$ cat src/rtl/gate_pkg.sv
// gate_pkg: shared definitions for the gate reduction unit.
//   - Mode encodings carried on in_mode / out_mode.
//   - GATE_MAX_IN: widest operand column reduce_bits() can handle.
//   - decode_mode(): maps the reserved encoding onto OR.
//   - reduce_bits(): reduces one bit-column (the same bit of every operand)
//     under a given mode. Unused column positions are masked out so the
//     function is independent of the operand count.
package gate_pkg;

    localparam logic [2:0] GATE_OR   = 3'd0;
    localparam logic [2:0] GATE_AND  = 3'd1;
    localparam logic [2:0] GATE_XOR  = 3'd2;
    localparam logic [2:0] GATE_NOR  = 3'd3;
    localparam logic [2:0] GATE_NAND = 3'd4;
    localparam logic [2:0] GATE_XNOR = 3'd5;
    localparam logic [2:0] GATE_ACC  = 3'd6;
    localparam logic [2:0] GATE_RSVD = 3'd7;

    localparam int GATE_MAX_IN = 32;

    // Reserved encoding behaves as OR and is reported as OR.
    function automatic logic [2:0] decode_mode(input logic [2:0] mode);
        return (mode == GATE_RSVD) ? GATE_OR : mode;
    endfunction

    // bits: one column of operand bits, used: 1 for each populated position.
    // ACC mode reduces as OR; the accumulation itself lives in the top.
    function automatic logic reduce_bits(input logic [GATE_MAX_IN-1:0] bits,
                                         input logic [GATE_MAX_IN-1:0] used,
                                         input logic [2:0]             mode);
        logic r_or;
        logic r_and;
        logic r_xor;
        logic res;
        r_or  = |(bits & used);
        r_and = &(bits | ~used);
        r_xor = ^(bits & used);
        case (mode)
            GATE_OR:   res = r_or;
            GATE_AND:  res = r_and;
            GATE_XOR:  res = r_xor;
            GATE_NOR:  res = ~r_or;
            GATE_NAND: res = ~r_and;
            GATE_XNOR: res = ~r_xor;
            default:   res = r_or;
        endcase
        return res;
    endfunction

endpackage

$ cat src/rtl/gate_skid_buf.sv
// gate_skid_buf: 2-entry valid/ready result buffer.
//   Handshake: a word moves on in_valid & in_ready (push) and on
//   out_valid & out_ready (pop); out_data is stable while
//   out_valid & !out_ready, and out_valid only falls after a pop.
//   in_ready is a register (next-cycle "not full"), so a slot freed by a pop
//   is only offered to the producer from the following cycle.
// Ports:
//   clk, rst_n          clock, synchronous active-low reset
//   in_valid/in_ready   producer side handshake
//   in_data  [DW-1:0]   word to store
//   out_valid/out_ready consumer side handshake
//   out_data [DW-1:0]   oldest stored word
module gate_skid_buf #(
    parameter int DW = 11
) (
    input  logic          clk,
    input  logic          rst_n,
    input  logic          in_valid,
    output logic          in_ready,
    input  logic [DW-1:0] in_data,
    output logic          out_valid,
    input  logic          out_ready,
    output logic [DW-1:0] out_data
);

    logic [DW-1:0] slot0;   // head (oldest)
    logic [DW-1:0] slot1;   // second entry
    logic [1:0]    count;
    logic [1:0]    count_next;
    logic          ready_q;
    logic          push;
    logic          pop;

    assign push      = in_valid & ready_q;
    assign pop       = (count != 2'd0) & out_ready;
    assign in_ready  = ready_q;
    assign out_valid = (count != 2'd0);
    assign out_data  = slot0;

    always_comb begin
        count_next = count;
        case ({push, pop})
            2'b10:   count_next = count + 2'd1;
            2'b01:   count_next = count - 2'd1;
            default: count_next = count;
        endcase
    end

    always_ff @(posedge clk) begin
        if (!rst_n) begin
            count   <= 2'd0;
            slot0   <= '0;
            slot1   <= '0;
            ready_q <= 1'b1;
        end else begin
            count   <= count_next;
            ready_q <= (count_next != 2'd2);
            // A push never meets a full buffer (ready_q is low then), and a
            // pop never meets an empty one.
            case ({push, pop})
                2'b10: begin
                    if (count == 2'd0) slot0 <= in_data;
                    else               slot1 <= in_data;
                end
                2'b01: slot0 <= slot1;
                2'b11: begin
                    if (count == 2'd1) begin
                        slot0 <= in_data;
                    end else begin
                        slot0 <= slot1;
                        slot1 <= in_data;
                    end
                end
                default: ;
            endcase
        end
    end

endmodule

$ cat src/rtl/gate_reduce_unit.sv
// gate_reduce_unit: registered NUM_IN-operand bitwise reduction.
//   Each accepted beat is reduced column-wise under in_mode
//   (OR/AND/XOR/NOR/NAND/XNOR, 7 treated as OR) and the result is queued
//   with 1-cycle latency. ACC mode ORs beats into a sticky accumulator and
//   only emits on in_last, then clears it. acc_clr zeroes the accumulator
//   before any coincident ACC beat is folded in.
// Ports:
//   clk, rst_n            clock, synchronous active-low reset
//   in_valid/in_ready     operand handshake (in_ready is registered)
//   in_data [NUM_IN*WIDTH] operands, operand k at [k*WIDTH +: WIDTH]
//   in_mode [3]           function for this beat
//   in_last               closes an ACC accumulation
//   acc_clr               clears the accumulator
//   out_valid/out_ready   result handshake
//   out_data [WIDTH]      result
//   out_mode [3]          mode that produced out_data
module gate_reduce_unit
    import gate_pkg::*;
#(
    parameter int WIDTH  = 8,
    parameter int NUM_IN = 4
) (
    input  logic                    clk,
    input  logic                    rst_n,
    input  logic                    in_valid,
    output logic                    in_ready,
    input  logic [NUM_IN*WIDTH-1:0] in_data,
    input  logic [2:0]              in_mode,
    input  logic                    in_last,
    input  logic                    acc_clr,
    output logic                    out_valid,
    input  logic                    out_ready,
    output logic [WIDTH-1:0]        out_data,
    output logic [2:0]              out_mode
);

    localparam int DW = WIDTH + 3;

    logic [2:0]             eff_mode;
    logic                   is_acc;
    logic                   accept;
    logic                   emit;
    logic [GATE_MAX_IN-1:0] used_mask;
    logic [GATE_MAX_IN-1:0] col;
    logic [WIDTH-1:0]       red;
    logic [WIDTH-1:0]       acc;
    logic [WIDTH-1:0]       acc_base;
    logic [WIDTH-1:0]       acc_sum;
    logic [DW-1:0]          push_data;
    logic [DW-1:0]          head_data;
    logic                   buf_valid;

    assign eff_mode = decode_mode(in_mode);
    assign is_acc   = (eff_mode == GATE_ACC);
    assign accept   = in_valid & in_ready;
    // ACC beats without in_last are consumed silently.
    assign emit     = ~is_acc | in_last;

    always_comb begin
        used_mask = '0;
        for (int k = 0; k < NUM_IN; k++) used_mask[k] = 1'b1;
    end

    always_comb begin
        red = '0;
        col = '0;
        for (int b = 0; b < WIDTH; b++) begin
            col = '0;
            for (int k = 0; k < NUM_IN; k++) col[k] = in_data[k*WIDTH + b];
            red[b] = reduce_bits(col, used_mask, eff_mode);
        end
    end

    // Clear takes effect before the coincident beat is accumulated.
    assign acc_base  = acc_clr ? '0 : acc;
    assign acc_sum   = acc_base | red;
    assign push_data = {eff_mode, (is_acc ? acc_sum : red)};
    assign buf_valid = in_valid & emit;

    always_ff @(posedge clk) begin
        if (!rst_n) begin
            acc <= '0;
        end else if (accept && is_acc) begin
            acc <= in_last ? '0 : acc_sum;
        end else if (acc_clr) begin
            acc <= '0;
        end
    end

    // Buffer readiness gates every beat, including silent ACC beats, so the
    // accumulator never races a full buffer.
    gate_skid_buf #(.DW(DW)) u_skid (
        .clk       (clk),
        .rst_n     (rst_n),
        .in_valid  (buf_valid),
        .in_ready  (in_ready),
        .in_data   (push_data),
        .out_valid (out_valid),
        .out_ready (out_ready),
        .out_data  (head_data)
    );

    assign out_mode = head_data[DW-1 -: 3];
    assign out_data = head_data[WIDTH-1:0];

endmodule
$ cat config.mk
export PLATFORM = sky130hd
export DESIGN_NAME = gate_reduce_unit
export DESIGN_NICKNAME = d
export VERILOG_FILES = /design/src/rtl/gate_pkg.sv /design/src/rtl/gate_skid_buf.sv /design/src/rtl/gate_reduce_unit.sv
export SDC_FILE = /design/constraint.sdc
export NUM_CORES = 1
export LEC_CHECK = 0
export CORE_ASPECT_RATIO = 2
export CORE_MARGIN = 3
export CORE_UTILIZATION = 45
export CTS_CLUSTER_DIAMETER = 200
export DETAILED_ROUTE_END_ITERATION = 8
export PLACE_DENSITY = 0.71
export SLEW_MARGIN = 20
export SYNTH_ARGS = -nofsm -noshare
export SYNTH_HDL_FRONTEND = slang
export SYNTH_SLANG_ARGS = --single-unit
$ cat constraint.sdc
create_clock -name clk -period 2.8 [get_ports clk]
set_clock_uncertainty 0.1 [all_clocks]
set_input_delay 0.7 -clock clk [delete_from_list [all_inputs] [get_ports clk]]
set_output_delay 0.7 -clock clk [all_outputs]
set_load 0.01 [all_outputs]
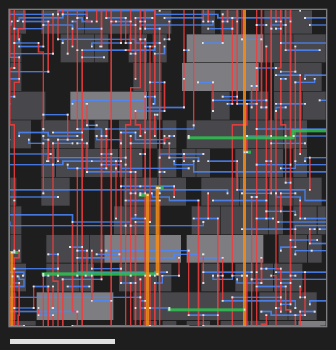
(run_1/zoom.png)
Scale bar: 10 um. Region (15, 43) to (45, 73) um. Cells in gray, sequential cells in the stronger gray; small squares are vias.
Red stands for met2. Green stands for met3. Orange stands for met4. Blue stands for met1.
Netlist names of flops here include acc (3), u_skid.slot1 (3). 71 logic cells have their middle in the window. Most frequent: buf_4 (11), inv_1 (7), a21oi_1 (7). Sequential cells in the window: 6.

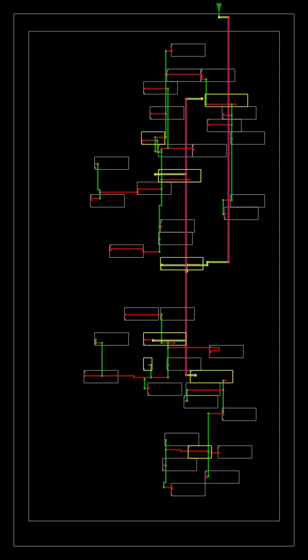
(run_1/final_clocks.png)
power attributed to the clock group: 0.574 mW
clock buffer count: 7

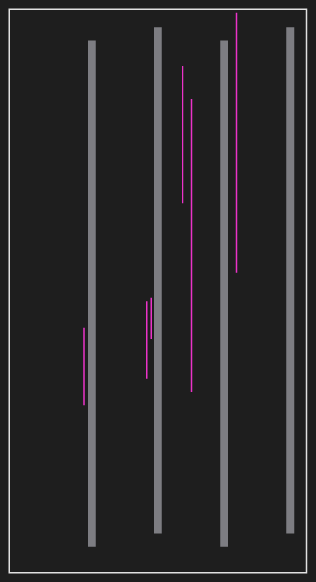
(run_1/met4.png)
Supply wires on this layer in gray.
The longest straight run is 59.8 um. 6 nets have wire on it.
via count: 2,625
Routed WL: 6.58 mm

==> flow report, run 1 <==
STATUS
------------------------------------------------------------------------------------------
Status ...................................................................... finished clean

FLOORPLANNING
------------------------------------------------------------------------------------------
Initial core utilization ....................................................        46.7%
Core footprint .............................................................. 0.00576 sq mm
Die extent in y .............................................................       115 um
Total die size .............................................................. 0.00700 sq mm
I/O pin count ...............................................................           54
Die X .......................................................................      60.7 um
Row Count ...................................................................           39

CLOCK NETWORK
------------------------------------------------------------------------------------------
Clock tree buffer depth .....................................................            2
Num CTS Buffers .............................................................            5
Post-CTS setup-driven buffer insertion count ................................            0
Level count of the clock H-tree .............................................            2
Cell resize tally after clock tree synthesis ................................            0
Clock edge transition at the registers on the reported setup and hold paths .      0.05 ns
Clock tree from TritonCTS ...................................................          yes
Num Clock Sinks .............................................................           33
Insertion delay at the late pin of the worst-skew pair ......................      0.28 ns
Hold-fix buffers at CTS .....................................................            0

CRITICAL PATH
------------------------------------------------------------------------------------------
Start-to-end type of the worst setup path ...................................       in2reg
Slowest Stage Delay on Critical Path ........................................      0.46 ns
Sort of element at the start of the critical path ........................... primary input
Depth of the worst register-to-register path ................................            9
Nature of the critical path endpoint ........................................    flip-flop
Worst Path Max Fanout .......................................................           11
R2r setup slk ...............................................................      0.29 ns
Dominant cell type by count on the critical path ............................ sky130_fd_sc_hd__nor2b_1
Arrival time worst endpoint .................................................      2.74 ns
FF-to-FF Start .............................................................. u_skid.count[0]
Chain of cells forming the critical path .................................... clkdlybuf4s50_1, nor2b_1, ha_1, nor2b_1, o21a_1, buf_4, a21oi_1, a211oi_1
Cell with the largest stage delay on the worst path ......................... sky130_fd_sc_hd__clkdlybuf4s50_1
Capture point of the worst reg-to-reg path .................................. u_skid.out_data[0]
Critical path data required time ............................................      2.88 ns

POWER AND IR DROP
------------------------------------------------------------------------------------------
Switch share ................................................................        29.1%
Internal power ..............................................................      1.18 mW
Group drawing the most power ................................................        clock
Post-layout total power .....................................................      1.67 mW
Logic pwr share .............................................................        32.5%
Share of power burned in the clock network ..................................        34.4%
Pwr/cell area ...............................................................  458 mW/mm^2
Leakage .....................................................................      1.65 nW
Maximum resistive drop on vdd ...............................................   0.000218 V
P_sw ........................................................................     0.486 mW
Seq pwr share ...............................................................        33.1%
Combinational group power ...................................................     0.542 mW

FINAL TIMING
------------------------------------------------------------------------------------------
Unrepaired setup endpoints after global routing .............................           no
Final Hold Slack ............................................................     0.374 ns
Setup Total Neg Slack .......................................................         0 ns
Maximum clock frequency .....................................................    0.377 GHz
Number of endpoints failing setup at the final stage ........................            0
Slew at the pin closest to its max-slew limit ...............................     0.458 ns
Final setup slack of the worst path .........................................     0.145 ns
Final Critical Period .......................................................      2.65 ns
Final worst path period share ...............................................        94.8%
Final tally of hold violations ..............................................            0
Max-slew violations .........................................................            0
Worst rel slew slack ........................................................        69.4%

GRT
------------------------------------------------------------------------------------------
Global-route wire length before repair ......................................      11.2 mm
Initial antenna violation count .............................................            0
Met2 usage in global routing ................................................        39.6%
Number of global-route vias before repair ...................................        2,653
Met3 usage in global routing ................................................        2.13%
Overflow left after global routing ..........................................            0
Global-route total usage across every layer .................................        20.7%
Highest-utilization routing layer at the global route stage .................         met2
Largest net degree at the start of global routing ...........................           29

SYNTHESIS
------------------------------------------------------------------------------------------
Syn Area/Cell ...............................................................   8.27 sq um
Synthesized instance count ..................................................          325
Synth Flop Type ............................................................. sky130_fd_sc_hd__dfxtp_1
Cells in synth_stat.txt .....................................................          325
Sequential fraction of the synthesis area ...................................        24.6%
Chip area estimate from yosys synthesis ..................................... 0.00269 sq mm
Proportion of synthesized flip-flops having asynchronous set or reset .......           0%
Count of different cell masters after synthesis .............................           51
Number of warnings printed during yosys synthesis ...........................            0
Flop and latch count out of synthesis .......................................           33
Number of flops mapped to enable cells by yosys .............................            0
Cell area after synthesis ................................................... 0.00269 sq mm
Synthesized net count .......................................................          403

DETAILED ROUTING
------------------------------------------------------------------------------------------
Max layer used ..............................................................         met4
Routed metal-1 wire length ..................................................      2.37 mm
Drt pass-1 iters ............................................................            4
Sum of met2 wire segment lengths after detailed routing .....................      3.87 mm
Met3 Wirelength .............................................................       159 um
Per-cell routed wire length .................................................      14.2 um
Number of remaining DRC errors ..............................................            0
Detailed router's first-iteration violation count ...........................           78
Average vias per placed instance ............................................         5.66
Routed Antenna Nets .........................................................            0

PLACE
------------------------------------------------------------------------------------------
Final weighted congestion of routability-driven global placement ............        0.902
Post-DP HPWL ................................................................      5.32 mm
Total placed cells including tap cells ......................................          456
Cell area reported after detailed placement ................................. 0.00348 sq mm
Minimum setup slack after placement .........................................    -0.126 ns
Number of port buffers ......................................................           53

WORST HOLD PATH
------------------------------------------------------------------------------------------
Terminating pin of the worst hold path ...................................... u_skid.slot1[8]
Classification of the worst-slack hold path .................................      reg2reg
Hold depth ..................................................................            2
Hold path start ............................................................. u_skid.slot1[8]

LAYOUT
------------------------------------------------------------------------------------------
Area added between synthesis and finish .....................................        35.6%
Total number of nets in the final design ....................................          480
Layout cell share with drive strength beyond 1 ..............................        13.9%
Antenna fix cells ...........................................................            0
Share of the core filled with cells in the final layout .....................        63.3%
Cell area after layout ...................................................... 0.00364 sq mm
Non-Filler Instances ........................................................          464

RUN
------------------------------------------------------------------------------------------
Max-capacitance violation count .............................................            0
Total tool warning count ....................................................           45

==> run 1: cell usage after synthesis (3+ instances only) <==
library cell / count / share of area, %
sky130_fd_sc_hd__o21ai_0: 18 / 3.4
sky130_fd_sc_hd__nor2b_1: 6 / 1.4
sky130_fd_sc_hd__nand3b_1: 6 / 1.7
sky130_fd_sc_hd__o2bb2ai_1: 5 / 1.6
sky130_fd_sc_hd__a21oi_1: 32 / 6.0
sky130_fd_sc_hd__a222oi_1: 4 / 1.5
sky130_fd_sc_hd__ha_1: 37 / 17
sky130_fd_sc_hd__inv_1: 47 / 6.6
sky130_fd_sc_hd__dfxtp_1: 33 / 25
sky130_fd_sc_hd__nand2_1: 23 / 3.2
sky130_fd_sc_hd__a32o_1: 3 / 1.1
sky130_fd_sc_hd__a211o_1: 4 / 1.3
sky130_fd_sc_hd__nor2_1: 11 / 1.5
sky130_fd_sc_hd__xnor2_1: 7 / 2.3
sky130_fd_sc_hd__a21boi_2: 4 / 1.7
sky130_fd_sc_hd__o32ai_1: 6 / 2.0
sky130_fd_sc_hd__a221oi_1: 3 / 0.98
sky130_fd_sc_hd__mux2i_1: 3 / 1.1
sky130_fd_sc_hd__nand2b_1: 4 / 0.93
sky130_fd_sc_hd__and3b_1: 7 / 2.3
sky130_fd_sc_hd__a211oi_1: 12 / 3.4
sky130_fd_sc_hd__buf_2: 8 / 1.5
sky130_fd_sc_hd__clkbuf_1: 6 / 0.84
==> run 1: flip-flops by register name, indices dropped and copies added (netlist names) <==
signal	count
u_skid.out_data	11
u_skid.slot1	11
u_skid.count	2
acc	8
u_skid.in_ready	1
==> run 1: cell families after synthesis <==
logic type | share of synthesized area, %
buffers and inverters | 10.0
AND/OR/NAND/NOR | 14.8
flip-flops | 24.6
XOR/XNOR | 2.61
AND-OR/OR-AND | 29.7
adder cells (fa/ha/maj) | 17.2
multiplexers | 1.12
==> run 1: cells in the final DEF, fill, tap and decap left out, drive strengths merged, types with 11 or more instances in the layout <==
cell           netlist  layout
inv                 47      47
ha                  37      37
o21ai               19      19
dfxtp               33      33
a21oi               33      33
nor2                11      11
a211oi              12      12
nand2               24      24
buf                 11      34
clkdlybuf4s50        0      53
==> run 1: how the worst max path moves through the flow <==
| stage | cells past startpoint | from | endpoint | slack [ns] |
|---|---|---|---|---|
| after CTS | 9 | in_valid | u_skid.out_data[0] | 0.14 |
| after global placement | 7 | in_mode[2] | u_skid.out_data[4] | -0.1 |
| final | 8 | out_ready | u_skid.out_data[0] | 0.15 |
| after global routing | 8 | in_data[18] | u_skid.slot1[2] | 0.000002 |
| after floorplan | 10 | in_mode[1] | u_skid.slot1[10] | 0.17 |
| after detailed placement | 7 | in_mode[2] | u_skid.out_data[4] | -0.13 |
==> run 1: critical path, delay by kind of cell <==
kind	cells	cell delay (ns)
buffers and inverters	2	0.66
and+or+nand+nor	2	0.46
AOI/OAI and AO/OA	3	0.67
adders and majority gates	1	0.24
==> run 1: final cells by class <==
cell class              count  area, sq um
fillers                   543         2110
multi-input cells         228         1770
repair buffers             87          802
flip-flops and latches     33          661
inverters                  47          176
clock buffers               7          153
well taps                  61         76.3
clock inverters             1         5.00
==> run 1 -> run 2 <==
- PLACE_DENSITY: 0.71 -> 0.79
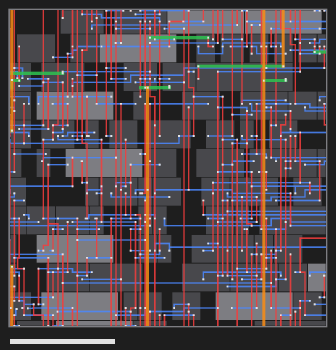
(run_2/zoom.png)
Scale bar: 10 um. Region (15, 43) to (45, 73) um. Cells in gray, sequential cells in the stronger gray; small squares are vias.
Blue stands for met1. Green stands for met3. Red stands for met2. Orange stands for met4.
Most frequent: buf_4 (13), dfxtp_1 (8), inv_1 (6). Netlist names of flops here include acc (5), u_skid.slot1 (3). Sequential cells in the window: 8. 76 logic cells have their middle in the window.

==> flow report, run 2 <==
STATUS
------------------------------------------------------------------------------------------
Status ...................................................................... finished clean

FINAL TIMING
------------------------------------------------------------------------------------------
Slew at the pin closest to its max-slew limit ...............................     0.516 ns
Final tally of hold violations ..............................................            0
Number of endpoints failing setup at the final stage ........................            0
Max-slew violations .........................................................            0
Maximum clock frequency .....................................................    0.370 GHz
Final worst path period share ...............................................        96.5%
Unrepaired setup endpoints after global routing .............................           no
Worst rel slew slack ........................................................        65.5%
Final setup slack of the worst path .........................................    0.0982 ns

CLOCK NETWORK
------------------------------------------------------------------------------------------
Num CTS Buffers .............................................................            5
Hold-fix buffers at CTS .....................................................            0
Insertion delay at the late pin of the worst-skew pair ......................      0.27 ns
Clock tree from TritonCTS ...................................................          yes
Num Clock Sinks .............................................................           33
Clock tree buffer depth .....................................................            2
Clock edge transition at the registers on the reported setup and hold paths .      0.05 ns
Level count of the clock H-tree .............................................            2
Cell resize tally after clock tree synthesis ................................            0

PLACE
------------------------------------------------------------------------------------------
Total placed cells including tap cells ......................................          452
Final weighted congestion of routability-driven global placement ............        0.894
Number of port buffers ......................................................           53
Post-DP HPWL ................................................................      5.30 mm

FLOORPLANNING
------------------------------------------------------------------------------------------
Core footprint .............................................................. 0.00576 sq mm
Total die size .............................................................. 0.00700 sq mm
Die X .......................................................................      60.7 um
Row Count ...................................................................           39
I/O pin count ...............................................................           54

GRT
------------------------------------------------------------------------------------------
Overflow left after global routing ..........................................            0
Largest net degree at the start of global routing ...........................           29
Initial antenna violation count .............................................            0
Global-route total usage across every layer .................................        19.8%
Global-route wire length before repair ......................................      10.8 mm
Number of global-route vias before repair ...................................        2,628

LAYOUT
------------------------------------------------------------------------------------------
Area added between synthesis and finish .....................................        33.6%
Commonest non-fill, non-tap cell in the layout .............................. sky130_fd_sc_hd__clkdlybuf4s50_1
Most frequently placed logic cells in the final layout ...................... sky130_fd_sc_hd__clkdlybuf4s50_1 (53), sky130_fd_sc_hd__inv_1 (47), sky130_fd_sc_hd__ha_1 (37)
Share of the core filled with cells in the final layout .....................        62.4%
Layout cell share with drive strength beyond 1 ..............................        12.3%
Total number of nets in the final design ....................................          476
Non-Filler Instances ........................................................          459
Antenna fix cells ...........................................................            0

DETAILED ROUTING
------------------------------------------------------------------------------------------
Per-cell routed wire length .................................................      14.1 um
Drt pass-1 iters ............................................................            4
Via count ...................................................................        2,615
Routed WL ...................................................................      6.45 mm
Routed Antenna Nets .........................................................            0

SYNTHESIS
------------------------------------------------------------------------------------------
Synth top area share ........................................................        24.6%
Synthesized instance count ..................................................          325
Top cells by count, synth ................................................... sky130_fd_sc_hd__inv_1 (47), sky130_fd_sc_hd__ha_1 (37), sky130_fd_sc_hd__dfxtp_1 (33)
Synthesized net count .......................................................          403
Count of different cell masters after synthesis .............................           51
Most frequently used cell type in the post-synthesis netlist ................ sky130_fd_sc_hd__inv_1
Main area contributors after synthesis ...................................... sky130_fd_sc_hd__dfxtp_1 (25%), sky130_fd_sc_hd__ha_1 (17%), sky130_fd_sc_hd__inv_1 (6.6%)
Chip area estimate from yosys synthesis ..................................... 0.00269 sq mm
Sequential fraction of the synthesis area ...................................        24.6%
Number of warnings printed during yosys synthesis ...........................            0
Cell area after synthesis ................................................... 0.00269 sq mm
Syn Area/Cell ...............................................................   8.27 sq um
Proportion of synthesized flip-flops having asynchronous set or reset .......           0%
Flop and latch count out of synthesis .......................................           33
Cell type contributing the most total cell area after synthesis ............. sky130_fd_sc_hd__dfxtp_1

CRITICAL PATH
------------------------------------------------------------------------------------------
Timing startpoint of the critical path ......................................   in_mode[2]
Nature of the critical path endpoint ........................................    flip-flop
Critical path data required time ............................................      2.87 ns
R2r setup slk ...............................................................      0.40 ns
Capture point of the worst reg-to-reg path .................................. u_skid.out_data[5]
Worst Path Max Fanout .......................................................           20
Sort of element at the start of the critical path ........................... primary input
FF-to-FF Start .............................................................. u_skid.count[0]
Arrival time worst endpoint .................................................      2.77 ns

WORST HOLD PATH
------------------------------------------------------------------------------------------
Terminating pin of the worst hold path ......................................       acc[1]
Hold depth ..................................................................            2
Classification of the worst-slack hold path .................................      reg2reg

POWER AND IR DROP
------------------------------------------------------------------------------------------
Leakage .....................................................................      1.61 nW
Seq pwr share ...............................................................        34.2%
Logic pwr share .............................................................        32.9%
P_sw ........................................................................     0.473 mW
Share of power burned in the clock network ..................................        33.0%
Post-layout total power .....................................................      1.62 mW
Switch share ................................................................        29.1%
Pwr/cell area ...............................................................  451 mW/mm^2
Internal power ..............................................................      1.15 mW
Maximum resistive drop on vdd ...............................................   0.000227 V

RUN
------------------------------------------------------------------------------------------
Max-capacitance violation count .............................................            0

==> run 2: logic make-up (layout without fill, tap and decap cells) <==
| family | count (synthesis) | in the layout | synth area share (%) |
|---|---|---|---|
| buffers and inverters | 64 | 137 | 10.0 |
| AND/OR/NAND/NOR | 69 | 69 | 14.8 |
| XOR/XNOR | 8 | 8 | 2.61 |
| flip-flops | 33 | 33 | 24.6 |
| adder cells (fa/ha/maj) | 37 | 37 | 17.2 |
| AND-OR/OR-AND | 111 | 111 | 29.7 |
| multiplexers | 3 | 3 | 1.12 |
==> run 2: critical path: stages <==
cell,delay [ns]
sky130_fd_sc_hd__clkdlybuf4s50_1,0.54
sky130_fd_sc_hd__nand3b_4,0.10
sky130_fd_sc_hd__o21ba_2,0.24
sky130_fd_sc_hd__ha_1,0.23
sky130_fd_sc_hd__and2_1,0.22
sky130_fd_sc_hd__a211oi_2,0.30
sky130_fd_sc_hd__buf_12,0.19
sky130_fd_sc_hd__mux2i_1,0.20
sky130_fd_sc_hd__nor2b_1,0.06
==> run 2: power groups by stage <==
| stage | sequential (mW) | clock [mW] | combinational (mW) |
|---|---|---|---|
| floorplan | 0.570 | 0 | 0.297 |
| global placement | 0.561 | 0 | 0.517 |
| detailed placement | 0.562 | 0 | 0.533 |
| CTS | 0.553 | 0.538 | 0.536 |
| global route | 0.560 | 0.553 | 0.592 |
| finish | 0.554 | 0.534 | 0.533 |
==> run 2: per-layer routing <==
metal  vias to the layer above  global-route usage (%)  wire length (um)
li1                       1298                       -                 -
met1                      1229                    18.3              2260
met2                        66                    38.0              3710
met3                        22                    2.81               211
met4                         0                    11.6               266
met5                         -                       0                 0
==> run 2: metrics by stage <==
stage	setup TNS [ns]	area (sq um)	hold WS [ns]
final	0	3590	0.383
after detailed placement	-2.21	3450	0.374
after CTS	0	3590	0.382
after global routing	0	3590	0.405
after global placement	-1.11	3450	0.363
after floorplan	0	2690	0.348
==> run 2: cell type report <==
| class | instances | area, sq um |
|---|---|---|
| Clock buffer | 7 | 143 |
| Tap cell | 61 | 76.3 |
| Timing Repair Buffer | 83 | 772 |
| Multi-Input combinational cell | 228 | 1760 |
| Sequential cell | 33 | 661 |
| Inverter | 47 | 176 |
| Fill cell | 512 | 2170 |
==> run 2: how the worst max path moves through the flow <==
stage                         endpoint  slack [ns]  cells past startpoint
finish                u_skid.slot1[10]         0.1                      9
global route        u_skid.out_data[8]       0.004                      9
CTS                   u_skid.slot1[10]        0.12                      9
detailed placement    u_skid.slot1[10]       -0.16                      9
global placement       u_skid.slot1[9]       -0.08                      9
floorplan             u_skid.slot1[10]        0.17                     10
==> run 2 -> run 3 <==
- DONT_BUFFER_PORTS: not set -> 1
- PLACE_DENSITY: 0.79 -> 0.68
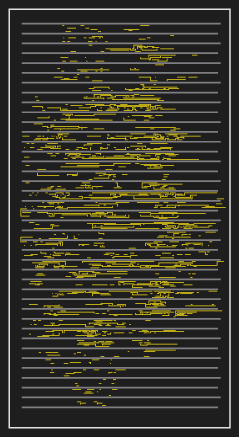
(run_3/met1.png)
Supply wires on this layer in gray.
The layer carries 2,160 um of wire. The layer holds 36% of the routed length. The wires run mostly horizontal. The longest straight run is 21.2 um. 365 nets have wire on it.
Routed WL: 6.03 mm
via count: 2,255
met1 track demand over resource in global routing: 18.3%

==> flow report, run 3 <==
DETAILED ROUTING
------------------------------------------------------------------------------------
Per-cell routed wire length ...........................................      15.9 um
Drt pass-1 iters ......................................................            5
Detailed router's first-iteration violation count .....................           74
Routed Antenna Nets ...................................................            0
Number of remaining DRC errors ........................................            0
Average vias per placed instance ......................................         5.93

FINAL TIMING
------------------------------------------------------------------------------------
Final worst path period share .........................................        88.8%
Slew at the pin closest to its max-slew limit .........................     0.530 ns
Setup Total Neg Slack .................................................         0 ns
Number of endpoints failing setup at the final stage ..................            0
Worst rel slew slack ..................................................        64.6%
Unrepaired setup endpoints after global routing .......................           no
Final tally of hold violations ........................................            0
Max-slew violations ...................................................            0
Maximum clock frequency ...............................................    0.402 GHz

FLOORPLANNING
------------------------------------------------------------------------------------
I/O pin count .........................................................           54
Row Count .............................................................           39
Core footprint ........................................................ 0.00576 sq mm
Total die size ........................................................ 0.00700 sq mm
Die X .................................................................      60.7 um
Initial core utilization ..............................................        46.7%
Die extent in y .......................................................       115 um

WORST HOLD PATH
------------------------------------------------------------------------------------
Hold depth ............................................................            2
Terminating pin of the worst hold path ................................       acc[1]
Classification of the worst-slack hold path ...........................      reg2reg

CRITICAL PATH
------------------------------------------------------------------------------------
Capture point of the worst reg-to-reg path ............................ u_skid.out_data[2]
Chain of cells forming the critical path .............................. inv_1, ha_1, nor2b_1, buf_4, ha_1, o21a_1, a21oi_1, a211oi_1
Sort of element at the start of the critical path .....................    flip-flop
Number of buffer and inverter stages on the critical path .............            2
Slowest Stage Delay on Critical Path ..................................      0.47 ns
Worst Path Max Fanout .................................................           15
Start-to-end type of the worst setup path .............................      reg2reg
Arrival time worst endpoint ...........................................      2.57 ns
Depth of the worst register-to-register path ..........................            8
Nature of the critical path endpoint ..................................    flip-flop
R2r setup slk .........................................................      0.31 ns

GRT
------------------------------------------------------------------------------------
Number of global-route vias before repair .............................        2,240

SYNTHESIS
------------------------------------------------------------------------------------
Proportion of synthesized flip-flops having asynchronous set or reset .           0%
Most frequently used cell type in the post-synthesis netlist .......... sky130_fd_sc_hd__inv_1
Number of flops mapped to enable cells by yosys .......................            0
Main area contributors after synthesis ................................ sky130_fd_sc_hd__dfxtp_1 (25%), sky130_fd_sc_hd__ha_1 (17%), sky130_fd_sc_hd__inv_1 (6.6%)
Top cells by count, synth ............................................. sky130_fd_sc_hd__inv_1 (47), sky130_fd_sc_hd__ha_1 (37), sky130_fd_sc_hd__dfxtp_1 (33)
Cells in synth_stat.txt ...............................................          325
Synthesized instance count ............................................          325

LAYOUT
------------------------------------------------------------------------------------
Share of the core filled with cells in the final layout ...............        49.3%
Total number of nets in the final design ..............................          396
Area added between synthesis and finish ...............................        5.58%
Area taken by multi-input logic gates ................................. 0.00176 sq mm
Number of fill cells ..................................................          584
Antenna fix cells .....................................................            0
Commonest non-fill, non-tap cell in the layout ........................ sky130_fd_sc_hd__inv_1

RUN
------------------------------------------------------------------------------------
Max-capacitance violation count .......................................            0

POWER AND IR DROP
------------------------------------------------------------------------------------
Pwr/cell area .........................................................  506 mW/mm^2
Post-layout total power ...............................................      1.44 mW
Maximum resistive drop on vdd .........................................   0.000198 V

CLOCK NETWORK
------------------------------------------------------------------------------------
Cell resize tally after clock tree synthesis ..........................            0
Hold-fix buffers at CTS ...............................................            0
Post-CTS setup-driven buffer insertion count ..........................            0
Clock tree from TritonCTS .............................................          yes

STATUS
------------------------------------------------------------------------------------
Status ................................................................ finished clean

PLACE
------------------------------------------------------------------------------------
Final weighted congestion of routability-driven global placement ......        0.869
Cell area reported after detailed placement ........................... 0.00270 sq mm

run 3: how the worst max path moves through the flow:
stage	end	slack [ns]	cells after the start	startpoint
floorplan	u_skid.slot1[10]	0.17	10	in_mode[1]
global placement	u_skid.out_data[9]	0.26	7	in_mode[0]
detailed placement	u_skid.out_data[2]	0.18	7	in_valid
CTS	u_skid.out_data[2]	0.33	8	u_skid.count[0]
global route	u_skid.out_data[2]	0.11	8	u_skid.count[0]
finish	u_skid.out_data[2]	0.31	8	u_skid.count[0]
run 3: stage by stage:
stage	std cells	hold slack (ns)	worst slack [ns]
2_1_floorplan	325	0.348	0.174
5_1_grt	380	0.399	0.114
4_1_cts	380	0.383	0.328
3_3_place_gp	372	0.364	0.257
3_5_place_dp	372	0.375	0.183
6_report	380	0.379	0.313
run 3: area by class of cell:
type	count	share of cell area [%]
inverters	47	6.21
flip-flops and latches	33	23.3
well taps	61	2.69
multi-input cells	228	62.1
repair buffers	3	0.793
clock inverters	2	0.353
clock buffers	6	4.54
run 3: metal layers:
metal | global-route usage (%) | share of wire, %
met3 | 3.37 | 4.3
met4 | 8.25 | 3.3
met1 | 18.3 | 36
met5 | 0 | 0
met2 | 34.2 | 57
run 3: power breakdown:
| group | leakage (nW) | internal (mW) | switching [mW] | total, mW |
|---|---|---|---|---|
| Clock | 0.0706 | 0.326 | 0.196 | 0.522 |
| Combinational | 0.928 | 0.152 | 0.192 | 0.344 |
| Sequential | 0.271 | 0.524 | 0.0468 | 0.571 |
| Total | 1.27 | 1.00 | 0.435 | 1.44 |
run 3: kinds of logic after synthesis:
logic type / after synthesis / synth area share (%)
buffers and inverters: 64 / 10.0
multiplexers: 3 / 1.12
AND-OR/OR-AND: 111 / 29.7
AND/OR/NAND/NOR: 69 / 14.8
adder cells (fa/ha/maj): 37 / 17.2
flip-flops: 33 / 24.6
XOR/XNOR: 8 / 2.61
run 3: worst register-to-register path, delay by kind of cell, from the launching register on:
family	cells	cell delay [ns]
DFF	1	0.38
buffers and inverters	2	0.27
and+or+nand+nor	1	0.28
adders and majority gates	2	0.49
AOI/OAI and AO/OA	3	0.88
Power is estimated from default activity; no workload was simulated.
